==> config.mk <==
export PLATFORM = sky130hd
export DESIGN_NAME = resta_pipe
export DESIGN_NICKNAME = d
export VERILOG_FILES = /design/src/rtl/resta_pkg.sv /design/src/rtl/resta_etapa.sv /design/src/rtl/resta_pipe.sv
export SDC_FILE = /design/constraint.sdc
export NUM_CORES = 1
export LEC_CHECK = 0
export CAP_MARGIN = 20
export CORE_MARGIN = 5
export CORE_UTILIZATION = 38
export CTS_CLUSTER_SIZE = 16
export DETAILED_ROUTE_END_ITERATION = 6
export GPL_ROUTABILITY_DRIVEN = 0
export HOLD_SLACK_MARGIN = 0.02
export PLACE_DENSITY = 0.7
export RECOVER_POWER = 25
export SETUP_SLACK_MARGIN = 0.5
export SLEW_MARGIN = 40
export SYNTH_ARGS = -nofsm -noshare
export SYNTH_HDL_FRONTEND = slang
export SYNTH_SLANG_ARGS = --single-unit
==> constraint.sdc <==
create_clock -name clk -period 4.8 [get_ports clk]
set_input_delay 0.72 -clock clk [delete_from_list [all_inputs] [get_ports clk]]
set_output_delay 0.72 -clock clk [all_outputs]
set_load 0.01 [all_outputs]
**Port wiring**

(10 px per um)
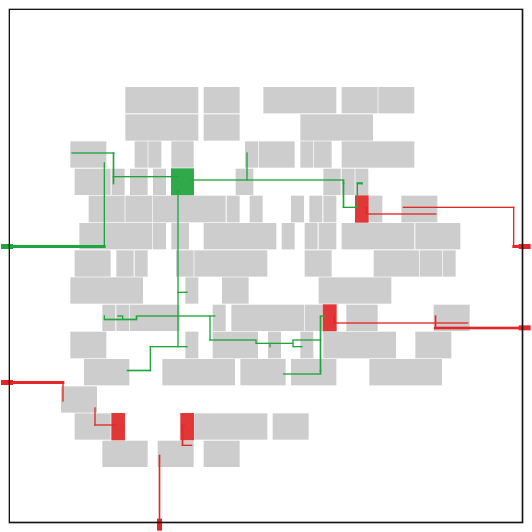
| port | color | bits | direction | edge | end cells | buffers | wire |
|---|---|---|---|---|---|---|---|
| ready_out | green | 1 | output | west | 1 | 1 | 119 um |
| dataA | red | 4 | input | 2 east, 1 west, 1 south | 4 | 4 | 66.2 um |
Boundary Pins: 19
number of input and output port buffers inserted: 18

**Met2 routing**

(6 px per um) Cells faint in the background.
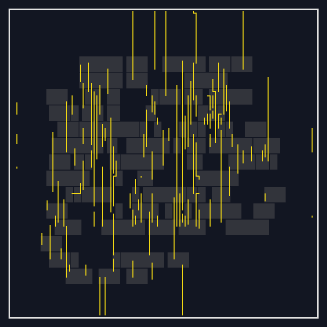
share of all routed wire: 47%
nets with wire on the layer: 88
vias post-DR: 503
met2 layer usage reported by global route: 16.74%
final routed wirelength across all metal layers: 1195 um

**Sequential cells grouped by signal name**

(10 px per um) Other sequential cells in the stronger gray, the rest of the logic in the fainter gray.
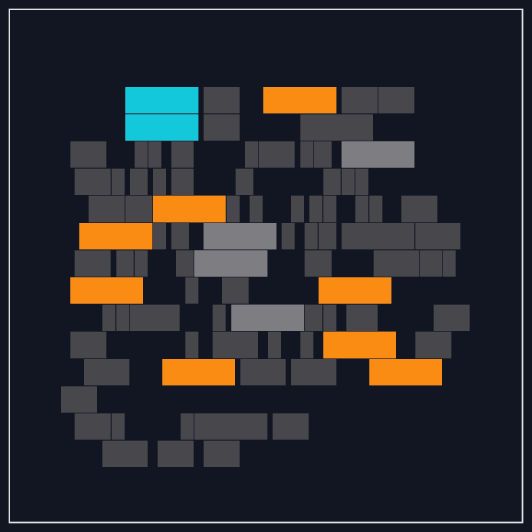
| netlist name | color | placed flops |
|---|---|---|
| g_etapa.u_etapa.o_valid | cyan | 2 |
| g_etapa.u_etapa.o_x | orange | 8 |
not colored: 4
sequential power: 132 uW
share of the core filled with cells: 54.49%

**Routing congestion**

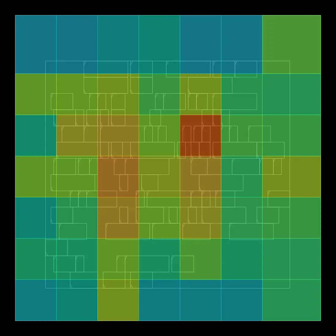
Wirelength per Cell: 11.38 um
layer with the highest usage after global routing: met2

==> impl_metrics.tcl <==
# yosys + openroad results
set metrics [dict create \
    yosys.cell_types.count 15 \
    hold_class "flop to flop" \
    yosysMostFrequentCell "sky130_fd_sc_hd__nand2_1" \
    detailedRoute.firstIterationViolations 4 \
    final.period_utilization_pct 69.47 \
    wl_met3_um 75 \
    synth_warnings 0 \
    proportion_of_cell_area_occupied_by_registers_pct 32.99 \
    critical_path.top_delay_family "buffers and inverters" \
    wl_met1_um 542 \
    p_switching_uw 67.52 \
    fin_tns_setup_ps 0 \
    synth.net_count 88 \
    critical_path_depth 4 \
    netlist_instances 70 \
    finalSetupViolCount 0 \
    grt_first_pass_wirelength_um 2097 \
    post_cts_hold_buffer_count 0 \
    drv_slew 0 \
    clockNetworkPower_uw 83.9 \
    synth_xor_xnor_area_share_pct 1.359 \
    layout_top_cell_excl_fill_tap "sky130_fd_sc_hd__nand2_1" \
    hold-path-cell-count 2 \
    status "complete, no violations" \
    avgSynthCellArea_um2 9.205 \
    ys.flops 14 \
    die_height_um 51.18 \
    synth.yosys.seq_area_share_pct 43.50 \
    grt_pass1_vias 506 \
    share_seq_of_total_power_pct 48.6 \
    largest_register_ff_count 8 \
    final.setup_skew_ps 9.930 \
    grt_use_met1_pct 13.04 \
    clockPowerShare_pct 30.8 \
    die_outline_area_um2 2619 \
    flop-count 14 \
    track_usage_pct 10.91 \
    clock_path_buffers 2 \
    grt_setup_unrepaired "no" \
    power.total_uw 272.0 \
    clk_pin_slew_worst_paths_ps 80 \
    critPathMaxStageDelay_ps 600 \
    worst_ir_drop_vdd_mv 0.1863 \
    number_of_nets_with_antenna_violations_after_detailed_routing 0 \
    well_tap_count 16 \
    netlist_area_um2 644.4 \
    synth_area_leader_cell "sky130_fd_sc_hd__dfxtp_1" \
    lay_top_cells "sky130_fd_sc_hd__nand2_1 (18), sky130_fd_sc_hd__clkdlybuf4s50_1 (16), sky130_fd_sc_hd__dfxtp_1 (14)" \
    relSlewSlack_pct 48.94 \
    ys_cells 70 \
    setup.worst_path.class "primary input to output port" \
    holdWs_ps 459.1 \
    nets_finish 108 \
    buffer_area_share_pct 21.21 \
    layout.non_clock_inverters 7 \
    power_combinational_uw 56.0 \
    overflow 0 \
    worst_ep_arrival_time_ps 2610 \
    data_required_time_at_the_worst_endpoint_ps 4080 \
    crit_path_start_kind "primary input" \
    highest-signal-layer "met4" \
    async_flop_share_pct 0 \
    nMultiInputCombCells 46 \
    route.met2.wl_um 564 \
    ctsResizeCount 0 \
    signal_buffers 18 \
    clock_cell_area_share_pct 4.271 \
    layout.cells.non_filler 105 \
    antenna_found_initial 0 \
    final_hpwl_dp_um 916.6 \
    edf_count 0 \
    ys_area_um2 644.4 \
    grt.met3_usage_pct 5.523 \
    cts_sink_count 14 \
    top_power_group "sequential cells" \
    rrSetupSlack_ps 2580 \
    worst_slew_pin_slew_ps 764.3 \
    synth.top_cells.by_count "sky130_fd_sc_hd__nand2_1 (18), sky130_fd_sc_hd__dfxtp_1 (14), sky130_fd_sc_hd__a21oi_1 (9)" \
]
Power figures rest on the tool's default switching activity, not on a simulated workload.
